run_1/met1.png
(1 px per µm) Cells faint in the background.
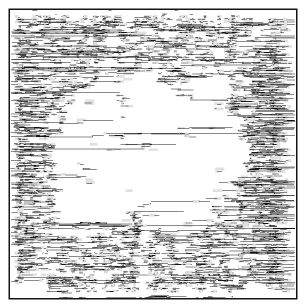
run_1/met2.png
(1.5 px per µm)
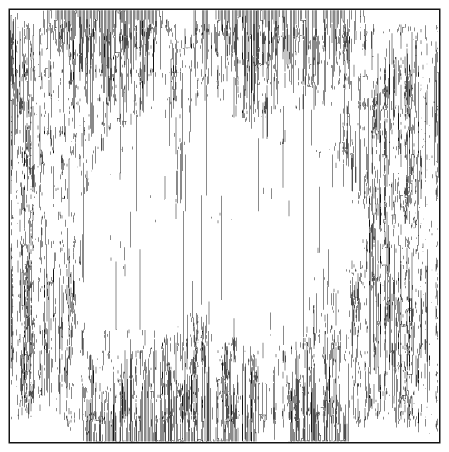
run_1/met3.png
(1 px per µm) Cells faint in the background.
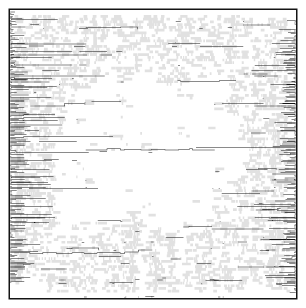
run_1/met4.png
(1 px per µm) Cells faint in the background.
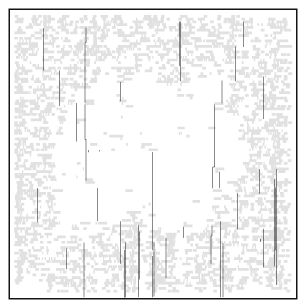
<file path="config.mk">
export PLATFORM = sky130hd
export DESIGN_NAME = cache_mem_arbiter
export DESIGN_NICKNAME = d
export VERILOG_FILES = /design/src/rtl/cache_mem_arbiter.sv
export SDC_FILE = /design/constraint.sdc
export NUM_CORES = 1
export LEC_CHECK = 0
export ABC_AREA = 1
export CAP_MARGIN = 20
export CORE_AREA = 4 4 282 284
export CTS_CLUSTER_SIZE = 40
export DETAILED_ROUTE_END_ITERATION = 10
export DIE_AREA = 0 0 286 288
export GPL_ROUTABILITY_DRIVEN = 0
export PLACE_DENSITY = 0.44
export SLEW_MARGIN = 20
export SYNTH_ARGS = -nofsm -noshare
export SYNTH_HDL_FRONTEND = slang
export SYNTH_SLANG_ARGS = --single-unit
export TNS_END_PERCENT = 30
</file>
<file path="constraint.sdc">
create_clock -name CLK -period 3.7 [get_ports CLK]
set_clock_uncertainty 0.1 [all_clocks]
set_input_delay 0.74 -clock CLK [delete_from_list [all_inputs] [get_ports CLK]]
set_output_delay 0.74 -clock CLK [all_outputs]
set_load 0.02 [all_outputs]
</file>
<file path="src/rtl/cache_mem_arbiter.sv">
// Shares one main-memory port between the I-cache and D-cache line traffic.
// One requester owns memory at a time; the strobes, address and write line
// are registered and held for the whole transaction. The owner gets its line
// back with a single-cycle response state before the port is re-arbitrated.
module cache_mem_arbiter #(
  parameter int ADDR_W = 28,
  parameter int DATA_W = 128,
  parameter bit RR_EN  = 1'b1
) (
  input  logic              CLK,
  input  logic              RESET,
  input  logic              i_read,
  input  logic [ADDR_W-1:0] i_address,
  output logic [DATA_W-1:0] i_readdata,
  output logic              i_busywait,
  input  logic              d_read,
  input  logic              d_write,
  input  logic [ADDR_W-1:0] d_address,
  input  logic [DATA_W-1:0] d_writedata,
  output logic [DATA_W-1:0] d_readdata,
  output logic              d_busywait,
  output logic              mem_read,
  output logic              mem_write,
  output logic [ADDR_W-1:0] mem_address,
  output logic [DATA_W-1:0] mem_writedata,
  input  logic [DATA_W-1:0] mem_readdata,
  input  logic              mem_busywait
);

  typedef enum logic [2:0] {IDLE, GRANT_I, GRANT_D, RESP_I, RESP_D} state_e;
  typedef enum logic {SIDE_I, SIDE_D} side_e;

  state_e              state_q, state_d;
  side_e               last_grant_q, last_grant_d;
  logic                seen_busy_q, seen_busy_d;
  logic [DATA_W-1:0]   i_readdata_q, i_readdata_d;
  logic [DATA_W-1:0]   d_readdata_q, d_readdata_d;
  logic                mem_read_q, mem_read_d;
  logic                mem_write_q, mem_write_d;
  logic [ADDR_W-1:0]   mem_address_q, mem_address_d;
  logic [DATA_W-1:0]   mem_writedata_q, mem_writedata_d;

  logic i_req, d_req, grant_i, grant_d;

  // Request decode and arbitration: on a conflict round-robin picks the side
  // that did not win last time, fixed priority always picks the D-cache.
  assign i_req   = i_read;
  assign d_req   = d_read | d_write;
  assign grant_i = i_req & (~d_req | (RR_EN && (last_grant_q == SIDE_D)));
  assign grant_d = d_req & ~grant_i;

  // Stalls are combinational so a requester stalls in the cycle it asks,
  // and only its own response cycle releases it.
  assign i_busywait = i_req & (state_q != RESP_I);
  assign d_busywait = d_req & (state_q != RESP_D);

  assign i_readdata    = i_readdata_q;
  assign d_readdata    = d_readdata_q;
  assign mem_read      = mem_read_q;
  assign mem_write     = mem_write_q;
  assign mem_address   = mem_address_q;
  assign mem_writedata = mem_writedata_q;

  // Next-state and next-register computation for the arbiter FSM.
  always_comb begin
    // NOTE: every _d gets its hold value first so no path leaves it unassigned
    // and no latch is inferred.
    state_d         = state_q;
    last_grant_d    = last_grant_q;
    seen_busy_d     = seen_busy_q;
    i_readdata_d    = i_readdata_q;
    d_readdata_d    = d_readdata_q;
    mem_read_d      = mem_read_q;
    mem_write_d     = mem_write_q;
    mem_address_d   = mem_address_q;
    mem_writedata_d = mem_writedata_q;

    unique case (state_q)
      IDLE: begin
        if (grant_i) begin
          state_d       = GRANT_I;
          last_grant_d  = SIDE_I;
          seen_busy_d   = 1'b0;
          mem_read_d    = 1'b1;
          mem_write_d   = 1'b0;
          mem_address_d = i_address;
        end else if (grant_d) begin
          // A simultaneous read and write is served as the write-back.
          state_d         = GRANT_D;
          last_grant_d    = SIDE_D;
          seen_busy_d     = 1'b0;
          mem_read_d      = d_read & ~d_write;
          mem_write_d     = d_write;
          mem_address_d   = d_address;
          mem_writedata_d = d_writedata;
        end
      end
      GRANT_I, GRANT_D: begin
        // Memory must show busy at least once before its idle level means done.
        if (mem_busywait) begin
          seen_busy_d = 1'b1;
        end else if (seen_busy_q) begin
          if (mem_read_q) begin
            if (state_q == GRANT_I) i_readdata_d = mem_readdata;
            else                    d_readdata_d = mem_readdata;
          end
          mem_read_d  = 1'b0;
          mem_write_d = 1'b0;
          state_d     = (state_q == GRANT_I) ? RESP_I : RESP_D;
        end
      end
      RESP_I, RESP_D: state_d = IDLE;
      default:        state_d = IDLE;
    endcase
  end

  // State register with synchronous reset that overrides everything.
  always_ff @(posedge CLK) begin
    // NOTE: sequential state uses non-blocking assignments so every flop
    // samples the pre-edge values regardless of statement order.
    if (RESET) begin
      state_q         <= IDLE;
      last_grant_q    <= SIDE_I;
      seen_busy_q     <= 1'b0;
      i_readdata_q    <= '0;
      d_readdata_q    <= '0;
      mem_read_q      <= 1'b0;
      mem_write_q     <= 1'b0;
      mem_address_q   <= '0;
      mem_writedata_q <= '0;
    end else begin
      state_q         <= state_d;
      last_grant_q    <= last_grant_d;
      seen_busy_q     <= seen_busy_d;
      i_readdata_q    <= i_readdata_d;
      d_readdata_q    <= d_readdata_d;
      mem_read_q      <= mem_read_d;
      mem_write_q     <= mem_write_d;
      mem_address_q   <= mem_address_d;
      mem_writedata_q <= mem_writedata_d;
    end
  end

endmodule

</file>
==> flow_summary_export.csv, run 1 <==
group,metric,value,unit
status,status,"completed",
final_timing,max_freq,337,MHz
power,power.share.switching,32.3,%
min_path,hold-path-cell-count,2,
synth,netlist_area,0.0148,mm²
routing,top_layer_used,"met5",
routing,via_per_inst,4.11,
global_routing,vias_in_the_first_global_route,15069,
die,die_x_extent,286,µm
place,dp.final_hpwl,49.0,mm
worst_setup_path,start_to_end_type_of_the_worst_setup_path,"primary input to output port",
routing,route.met2.wl,32.4,mm
clocking,clock_insertion_delay_at_the_later_pin_of_the_skew_report,590,ps
worst_setup_path,timing.critical_path.to,"i_busywait",
routing,m1WireLength,26.6,mm
clocking,ctsLongestPathBuffers,3,
layout,final_core_util,32.4,%
min_path,hp-start,"mem_address[14]$_SDFFE_PP0P_",
layout,layout_top_cell_excl_fill_tap,"sky130_fd_sc_hd__nor2_1",
global_routing,pin_count_of_the_biggest_net_entering_global_routing,129,
final_timing,maxSlewViolCount,0,
worst_setup_path,r2r_slack,1510,ps
synth,ys_seq_elements,419,
die,num_rows,102,
layout,post_route_cells_drive_above_1_share,4.61,%
power,p_per_area,604,mW/mm²
clocking,numClockSinks,419,
worst_setup_path,worst_path_largest_cell_delay,630,ps
clocking,clk_transition_reported_paths,60,ps
synth,synth_simple_gate_area_share,23.0,%
layout,final_layout_top_logic_cells,"sky130_fd_sc_hd__nor2_1, sky130_fd_sc_hd__clkdlybuf4s50_1, sky130_fd_sc_hd__dfxtp_1, sky130_fd_sc_hd__o21ai_0, sky130_fd_sc_hd__o21ai_1",
place,portBuffers,733,
final_timing,timing.setup.tns,0,ps
worst_setup_path,required,2860,ps
worst_setup_path,reg2regPathDepth,7,
global_routing,grt_use_met2,26.7,%
worst_setup_path,rr_endpoint,"i_readdata[71]$_SDFFE_PP0P_",
layout,area_growth_syn_to_layout,68.9,%
power,power_frac_clock,36.1,%
final_timing,finalClockPeriodUsage,80.1,%
final_timing,worst-slew-pin-transition,792,ps
synth,ys_top_logic_family,"simple AND/OR/NAND/NOR gates",
final_timing,hold_violations,0,
clocking,root_buffer,"sky130_fd_sc_hd__clkbuf_16",
power,p_comb,4.19,mW
global_routing,grt_use_met3,6.02,%
routing,met3RoutedLength,6.55,mm
place,post-place-cells,3572,
clocking,tritoncts,"built",
clocking,cts_made_buffers,51,
power,power_switching,4.88,mW
global_routing,groute.layer.met1.usage,17.5,%
final_timing,postLayoutSetupSlackWorst,736,ps
die,io-pin-count,734,
layout,stdcell_count,3674,
global_routing,grt_first_pass_wirelength,97.5,mm
die,chip_area,0.0824,mm²
power,cellInternalPower,10.2,mW
layout,design_area,0.0250,mm²
worst_setup_path,crit-reg2reg-launch,"state_q[1]$_SDFFE_PP0P_",
synth,yosys_warnings,0,
clocking,post_cts.repair.setup_buffers,0,
synth,synthAoiAreaFrac,14.8,%
global_routing,total_routing_usage_gr,15.4,%
worst_setup_path,critical_path_arrival,2120,ps
power,ir_drop,0.349,mV
synth,ys_area,0.0148,mm²
synth,syn-num-nets,2234,
routing,drcViolationCount,0,
place,dpl-instance-area,0.0232,mm²
power,top_power_group,"registers",
worst_setup_path,crit_top_cell,"sky130_fd_sc_hd__clkdlybuf4s50_1",
clocking,cts.repair.resized,0,
worst_setup_path,crit_slowest_cell,"sky130_fd_sc_hd__clkdlybuf4s50_1",
worst_setup_path,critPathMaxFanout,2,
global_routing,grt_most_used_layer,"met2",
power,power_frac_seq,36.2,%
routing,first_pass_iters,5,
final_timing,min_period,2960,ps
global_routing,globalRouteOverflowTotal,0,
global_routing,grt_antenna_before_repair,13,
synth,yosys_cells,1916,
die,floorplan.initialDensity,19.2,%
routing,antenna_violating_nets_post_route,0,
final_timing,final.hold.worst_slack,368,ps
worst_setup_path,worst_setup_path_start_kind,"primary input",
worst_setup_path,worstSetupEndpointType,"output port",
final_timing,max_slew_margin,47.2,%
job,warnings,29,
power,pwr-share-comb,27.7,%
place,dp_worst_setup_slack,689,ps
final_timing,rsz0062_at_grt,"no",
clocking,cts-hold-fix-buffers,0,
routing,drt-initial-drc-count,602,
synth,syn-mean-instance-area,7.73,µm²
min_path,worst_hold_path_type,"register to register",
-- met1.png (at the start) --
2654 nets have wire on it. The layer carries 26.6 mm of wire. The longest straight run is 111 µm. The wires run mostly horizontal.

-- met2.png (at the start) --
2322 nets have wire on it. The layer holds 48% of the routed length. The longest straight run is 168 µm. The layer carries 32.4 mm of wire. The wires run mostly vertical.

-- met3.png (at the start) --
The layer carries 6550 µm of wire. The longest straight run is 98.9 µm. 444 nets have wire on it.

-- met4.png (at the start) --
The layer holds 2.7% of the routed length. The layer carries 1800 µm of wire.
DR vias: 15.1k
detailed-route wire length: 67.4 mm

run 1: synthesized netlist by cell type:
cell	count	area, µm²
sky130_fd_sc_hd__nor2_1	777	2920
sky130_fd_sc_hd__dfxtp_1	419	8390
sky130_fd_sc_hd__o21ai_0	271	1360
sky130_fd_sc_hd__o21ai_1	115	576
sky130_fd_sc_hd__clkbuf_1	75	282
sky130_fd_sc_hd__nand2_1	75	282
sky130_fd_sc_hd__buf_2	45	225
sky130_fd_sc_hd__inv_1	39	146
sky130_fd_sc_hd__nand3_1	30	150
sky130_fd_sc_hd__o211ai_1	27	203
sky130_fd_sc_hd__buf_4	17	128
sky130_fd_sc_hd__inv_2	6	22.5
sky130_fd_sc_hd__a21oi_1	5	25.0
sky130_fd_sc_hd__clkbuf_2	4	20.0
sky130_fd_sc_hd__a31oi_1	2	12.5
sky130_fd_sc_hd__nor2_2	2	12.5
sky130_fd_sc_hd__nor2_4	2	22.5
sky130_fd_sc_hd__a22oi_1	1	7.51
sky130_fd_sc_hd__nand2_2	1	6.26
sky130_fd_sc_hd__nand3b_1	1	7.51
sky130_fd_sc_hd__nor3_1	1	5.00
sky130_fd_sc_hd__o21ai_2	1	8.76
run 1: registers in the layout, indices dropped and copies added, names as in the netlist:
register,flops
state_q,3
mem_address,28
i_readdata,128
d_readdata,128
seen_busy_q,1
last_grant_q,1
mem_writedata,128
mem_write,1
mem_read,1
run 1: final cells by class:
cell class / count / area, µm²
fill: 8232 / 52100
antenna: 7 / 17.5
inverter: 45 / 184
multi-input combinational: 1311 / 5610
sequential: 419 / 8390
clock buffer: 73 / 1470
tap: 1040 / 1300
timing repair buffer: 757 / 7690
clock inverter: 22 / 340
run 1: worst max-delay path: cells and delay by family:
family	cells	cell delay, ps
compound gates	1	160
buf+inv	3	1220
run_1/final_congestion.png
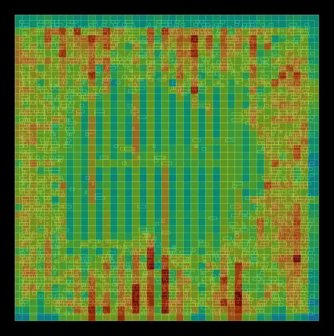

==> inputs of run 2 (changes only) <==
==> constraint.sdc (replaced) <==
create_clock -name CLK -period 3 [get_ports CLK]
set_clock_uncertainty 0.1 [all_clocks]
set_input_delay 0.6 -clock CLK [delete_from_list [all_inputs] [get_ports CLK]]
set_output_delay 0.6 -clock CLK [all_outputs]
set_load 0.02 [all_outputs]
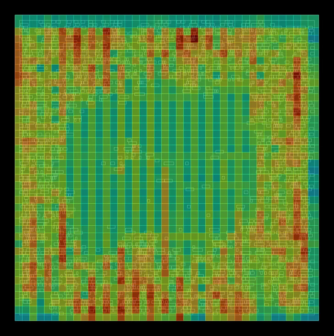
run_2/final_congestion.png
met1 Use GR: 17.5%
global routing usage on met2: 26.6%
met3 capacity usage during global routing: 5.88%

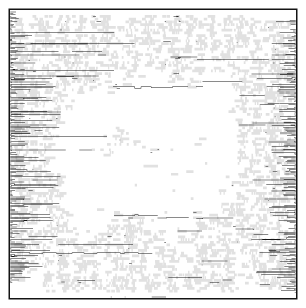
run_2/met3.png
(1 px per µm) Cells faint in the background.
434 nets have wire on it. The layer holds 9.5% of the routed length. The wires run mostly horizontal.
DR vias: 15.0k
detailed-route wire length: 66.9 mm

==> run 2 against run 1 <==
  * Global-route usage fell by 0.10 points
  * Final area rose by 0.25%
  * Synthesized area did not move
  * Routed wire length fell by 0.74%
  * Highest routed layer unchanged
==> flow_summary_export.csv, run 2 <==
group,metric,value,unit
place,dp_worst_setup_slack,137,ps
layout,stdcell_count,3689,
synth,edf_count,0,
global_routing,grt_most_used_layer,"met2",
synth,synth_top_cell_by_area,"sky130_fd_sc_hd__dfxtp_1",
layout,layout_top_cell_excl_fill_tap,"sky130_fd_sc_hd__nor2_1",
worst_setup_path,timing.critical_path.to,"d_busywait",
place,portBuffers,733,
clocking,post_cts.repair.setup_buffers,0,
worst_setup_path,required,2300,ps
global_routing,globalRouteOverflowTotal,0,
clocking,cts.repair.resized,0,
synth,syn-num-nets,2234,
routing,wl_per_cell,18.1,µm
global_routing,pin_count_of_the_biggest_net_entering_global_routing,113,
final_timing,finalClockPeriodUsage,89.1,%
synth,synth_dominant_cell_count,"sky130_fd_sc_hd__nor2_1",
worst_setup_path,worst_setup_path_start_kind,"primary input",
worst_setup_path,critical_path_arrival,1970,ps
final_timing,min_period,2670,ps
final_timing,timing.setup.tns,0,ps
min_path,hp-start,"mem_address[19]$_SDFFE_PP0P_",
clocking,ctsLongestPathBuffers,3,
worst_setup_path,r2r_slack,880,ps
worst_setup_path,crit-reg2reg-launch,"state_q[1]$_SDFFE_PP0P_",
power,power_frac_clock,34.4,%
clocking,clock_insertion_delay_at_the_later_pin_of_the_skew_report,560,ps
final_timing,rsz0062_at_grt,"no",
synth,syn-mean-instance-area,7.73,µm²
synth,synth.top_cell.area_share,56.7,%
worst_setup_path,critPathMaxFanout,3,
min_path,worst_hold_path_type,"register to register",
clocking,clk_transition_reported_paths,50,ps
place,dp.final_hpwl,49.5,mm
power,ir_drop,0.503,mV
clocking,cts_made_buffers,51,
routing,first_pass_iters,5,
die,io-pin-count,734,
global_routing,total_routing_usage_gr,15.3,%
job,warnings,29,
layout,design_area,0.0251,mm²
synth,synth_simple_gate_area_share,23.0,%
final_timing,worst-slew-pin-transition,711,ps
power,power.share.switching,32.7,%
synth,yosys_cells,1916,
final_timing,hold_violations,0,
power,power_switching,5.97,mW
final_timing,max_freq,374,MHz
routing,antenna_violating_nets_post_route,0,
min_path,hold-path-cell-count,2,
final_timing,max_slew_margin,52.5,%
global_routing,grt_antenna_before_repair,11,
die,num_rows,102,
power,power_leakage,9.41,nW
clocking,root_buffer,"sky130_fd_sc_hd__clkbuf_16",
layout,area_growth_syn_to_layout,69.4,%
layout,final_core_util,32.5,%
power,cellInternalPower,12.3,mW
synth,netlist_area,0.0148,mm²
die,die_x_extent,286,µm
final_timing,maxSlewViolCount,0,
synth,yosys_warnings,0,
die,chip_area,0.0824,mm²
die,floorplan.initialDensity,19.2,%
synth,post_synth_most_frequent_cells,"sky130_fd_sc_hd__nor2_1, sky130_fd_sc_hd__dfxtp_1, sky130_fd_sc_hd__o21ai_0",
routing,via_per_inst,4.08,
global_routing,grt_first_pass_wirelength,96.6,mm
final_timing,postLayoutSetupSlackWorst,328,ps
synth,ys_seq_elements,419,
power,pwr-share-comb,28.5,%
power,p_per_area,727,mW/mm²
synth,ys_top_logic_family,"simple AND/OR/NAND/NOR gates",
clocking,cts-hold-fix-buffers,0,
clocking,numClockSinks,419,
synth,synthArstFlopShare,0,%
worst_setup_path,worstSetupEndpointType,"output port",
clocking,tritoncts,"built",
layout,fillCellCount,8205,
status,status,"completed",
global_routing,vias_in_the_first_global_route,15253,
place,post-place-cells,3590,
layout,post_route_cells_drive_above_1_share,5.52,%
worst_setup_path,rr_endpoint,"i_readdata[112]$_SDFFE_PP0P_",
place,dpl-instance-area,0.0233,mm²
synth,post_synth_main_area_contributors,"sky130_fd_sc_hd__dfxtp_1, sky130_fd_sc_hd__nor2_1, sky130_fd_sc_hd__o21ai_0",
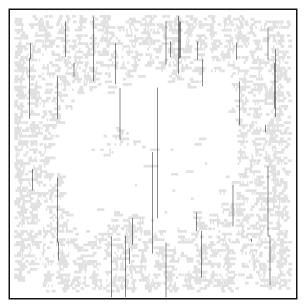
run_2/met4.png
(1 px per µm) Cells faint in the background.
The wires run mostly vertical. The layer carries 1550 µm of wire. The longest straight run is 131 µm.

-- run 2: cell types whose count changed in the layout (fill, tap and decap cells not counted) --
cell and delta:
sky130_fd_sc_hd__buf_12 +2, sky130_fd_sc_hd__buf_4 +16, sky130_fd_sc_hd__bufinv_16 -5, sky130_fd_sc_hd__clkbuf_1 -9
sky130_fd_sc_hd__clkbuf_16 -1, sky130_fd_sc_hd__clkbuf_8 +5, sky130_fd_sc_hd__clkinv_2 +6, sky130_fd_sc_hd__clkinv_4 +1
sky130_fd_sc_hd__clkinv_8 +1, sky130_fd_sc_hd__clkinvlp_4 -1, sky130_fd_sc_hd__diode_2 -1, sky130_fd_sc_hd__inv_16 -1
sky130_fd_sc_hd__inv_6 +2
-- run 2: power by group through the flow --
stage	sequential, mW	combinational [mW]	clock, mW
finish	6.76	5.20	6.26
global route	6.85	5.64	6.72
CTS	6.77	5.29	6.51
detailed placement	6.86	5.27	0
global placement	6.86	5.25	0
floorplan	7.71	1.76	0
-- run 2: critical path: stages --
cell                              delay [ps]
sky130_fd_sc_hd__clkdlybuf4s50_1         520
sky130_fd_sc_hd__nor2_2                   80
sky130_fd_sc_hd__a31oi_1                 140
sky130_fd_sc_hd__clkdlybuf4s50_1         630
-- run 2: routing by layer --
layer  share of wire (%)  vias up  routed length [µm]
met5                0.12        -                  80
met4                 2.3       10                1550
met3                 9.5       95                6330
met2                  48      530               32200
met1                  40     6881               26700
li1                    -     7526                   -
-- run 2: cell type report --
type,count,area (µm²),area share (%)
flip-flops and latches,419,8390,33.5
repair buffers,775,7850,31.3
multi-input cells,1311,5610,22.4
clock inverters,25,235,0.938
well taps,1040,1300,5.19
diodes,6,15.0,0.0599
inverters,45,184,0.734
clock buffers,68,1480,5.91
run_2/met1.png
(1 px per µm) Cells faint in the background.
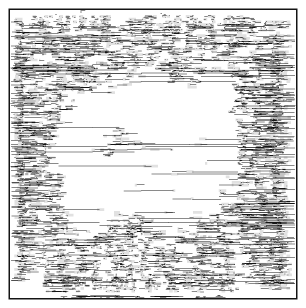

==> inputs of run 3 (changes only) <==
--- a/config.mk
+++ b/config.mk
@@ -7,12 +7,12 @@
 export LEC_CHECK = 0
 export ABC_AREA = 1
 export CAP_MARGIN = 20
-export CORE_AREA = 4 4 282 284
-export CTS_CLUSTER_SIZE = 40
+export CORE_AREA = 4 4 280 282
+export CTS_CLUSTER_SIZE = 25
 export DETAILED_ROUTE_END_ITERATION = 10
-export DIE_AREA = 0 0 286 288
+export DIE_AREA = 0 0 284 286
 export GPL_ROUTABILITY_DRIVEN = 0
-export PLACE_DENSITY = 0.44
+export PLACE_DENSITY = 0.45
 export SLEW_MARGIN = 20
 export SYNTH_ARGS = -nofsm -noshare
 export SYNTH_HDL_FRONTEND = slang
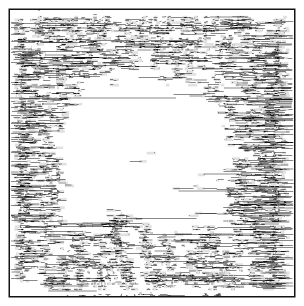
run_3/met1.png
(1 px per µm) Cells faint in the background.
The wires run mostly horizontal. 2669 nets have wire on it. The layer holds 39% of the routed length. The longest straight run is 115 µm. The layer carries 25.9 mm of wire.
met1 Use GR: 17.4%
detailed-route wire length: 65.8 mm
DR vias: 15.3k

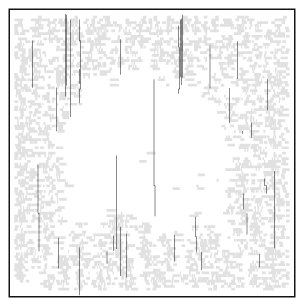
run_3/met4.png
(1 px per µm) Cells faint in the background.
The layer carries 1630 µm of wire. The layer holds 2.5% of the routed length. The wires run mostly vertical. 19 nets have wire on it. The longest straight run is 106 µm.

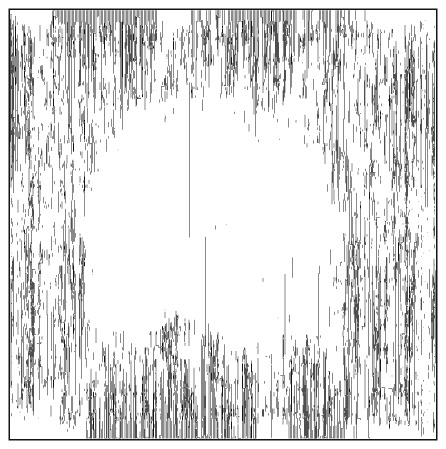
run_3/met2.png
(1.5 px per µm)
2396 nets have wire on it. The layer carries 31.9 mm of wire.

==> run 3 against run 2 <==
  * Power increased by 1.5%
  * Synthesized cell count unchanged
  * Utilization increased by 0.65 points
  * First-iteration DRC count decreased by 6.5%
  * Routed wire length decreased by 1.6%
  * Critical path type unchanged
==> flow_summary_export.csv, run 3 <==
group,metric,value,unit
routing,drt-initial-drc-count,623,
final_timing,min_period,2850,ps
clocking,clock_insertion_delay_at_the_later_pin_of_the_skew_report,560,ps
worst_setup_path,start_to_end_type_of_the_worst_setup_path,"primary input to output port",
clocking,cts.repair.resized,0,
layout,design_area,0.0251,mm²
layout,layout_top_cell_excl_fill_tap,"sky130_fd_sc_hd__nor2_1",
power,power.share.switching,31.8,%
worst_setup_path,worstSetupEndpointType,"output port",
synth,syn-num-nets,2234,
power,power_frac_clock,35.5,%
die,io-pin-count,734,
final_timing,max_freq,351,MHz
worst_setup_path,required,2300,ps
synth,post_synth_most_frequent_cells,"sky130_fd_sc_hd__nor2_1, sky130_fd_sc_hd__dfxtp_1, sky130_fd_sc_hd__o21ai_0",
place,dpl-instance-area,0.0233,mm²
status,status,"completed",
worst_setup_path,critical_path_arrival,2150,ps
synth,synthArstFlopShare,0,%
power,clk-power,6.56,mW
synth,synth.top_cell.area_share,56.7,%
power,power_frac_seq,36.5,%
power,power_leakage,9.48,nW
clocking,cts-hold-fix-buffers,0,
power,p_comb,5.18,mW
layout,fillCellCount,8010,
synth,ys_seq_elements,419,
power,pwr-share-comb,28.0,%
final_timing,worst-slew-pin-transition,713,ps
global_routing,grt_first_pass_wirelength,97.4,mm
final_timing,max_slew_margin,52.4,%
synth,yosys_cells,1916,
final_timing,finalClockPeriodUsage,95.0,%
clocking,post_cts.repair.setup_buffers,0,
power,p_per_area,736,mW/mm²
global_routing,globalRouteOverflowTotal,0,
worst_setup_path,r2r_slack,980,ps
final_timing,timing.setup.tns,0,ps
layout,final_layout_top_logic_cells,"sky130_fd_sc_hd__nor2_1, sky130_fd_sc_hd__clkdlybuf4s50_1, sky130_fd_sc_hd__dfxtp_1, sky130_fd_sc_hd__o21ai_0, sky130_fd_sc_hd__o21ai_1",
worst_setup_path,critPathMaxFanout,2,
power,power_switching,5.87,mW
routing,via_per_inst,4.21,
synth,post_synth_main_area_contributors,"sky130_fd_sc_hd__dfxtp_1, sky130_fd_sc_hd__nor2_1, sky130_fd_sc_hd__o21ai_0",
worst_setup_path,worst_setup_path_start_kind,"primary input",
die,num_rows,101,
job,warnings,26,
final_timing,rsz0062_at_grt,"no",
synth,syn-mean-instance-area,7.73,µm²
routing,drcViolationCount,0,
synth,yosys_warnings,0,
layout,area_growth_syn_to_layout,69.6,%
power,pg_seq,6.75,mW
synth,netlist_area,0.0148,mm²
routing,antenna_violating_nets_post_route,0,
global_routing,grt_antenna_before_repair,9,
global_routing,total_routing_usage_gr,15.4,%
final_timing,hold_violations,0,
clocking,clk_transition_reported_paths,50,ps
power,top_power_group,"registers",
routing,first_pass_iters,5,
clocking,ctsLongestPathBuffers,3,
min_path,worst_hold_path_type,"register to register",
worst_setup_path,crit-reg2reg-launch,"state_q[1]$_SDFFE_PP0P_",
place,dp.final_hpwl,48.7,mm
place,portBuffers,733,
clocking,numClockSinks,419,
layout,post_route_cells_drive_above_1_share,5.60,%
clocking,cts_made_buffers,51,
synth,edf_count,0,
clocking,root_buffer,"sky130_fd_sc_hd__clkbuf_16",
power,ir_drop,0.419,mV
power,cellInternalPower,12.6,mW
[run 3: worst paths after layout]
check                                      to  cells past startpoint
setup / recovery                   i_busywait                      4
hold / removal    mem_address[9]$_SDFFE_PP0P_                      2
setup reg to reg  i_readdata[62]$_SDFFE_PP0P_                      8
hold reg to reg   mem_address[9]$_SDFFE_PP0P_                      2
[run 3: kinds of logic (layout without fill, tap and decap cells)]
kind of cell | after synthesis | in the layout | share of synthesized area, %
other | 0 | 6 | 0
buffers and inverters | 186 | 914 | 5.56
DFF | 419 | 419 | 56.7
AOI/OAI and AO/OA | 422 | 422 | 14.8
and+or+nand+nor | 889 | 889 | 23.0
[run 3: metal layers]
layer	GRT usage (%)	part of all wire, %
met5	0	0.018
met4	4.20	2.5
met3	6.33	9.6
met2	26.8	48
met1	17.4	39
[run 3: critical path: stages]
cell and delay [ps]:
sky130_fd_sc_hd__clkdlybuf4s50_1 570, sky130_fd_sc_hd__inv_1 80, sky130_fd_sc_hd__a31oi_1 240, sky130_fd_sc_hd__clkdlybuf4s50_1 660
[run 3: area by class of cell]
cell class / instances / area, µm² / area share, %
sequential: 419 / 8390 / 33.4
clock inverter: 19 / 231 / 0.922
timing repair buffer: 776 / 7870 / 31.4
inverter: 45 / 184 / 0.732
antenna: 6 / 15.0 / 0.0598
clock buffer: 74 / 1590 / 6.31
tap: 978 / 1220 / 4.87
multi-input combinational: 1311 / 5610 / 22.3
[run 3: per-stage QoR]
step	cells	total power, mW	utilization [%]	hold WS (ps)	setup WS [ps]
after floorplan	1916	9.47	-	359	1270
after global placement	3529	12.1	30.8	361	144
after detailed placement	3529	12.1	30.8	361	127
after CTS	3622	18.8	33.2	371	120
after global routing	3624	19.5	33.2	383	67.3
final	3628	18.5	33.2	367	151
Power is estimated from default activity; no workload was simulated.
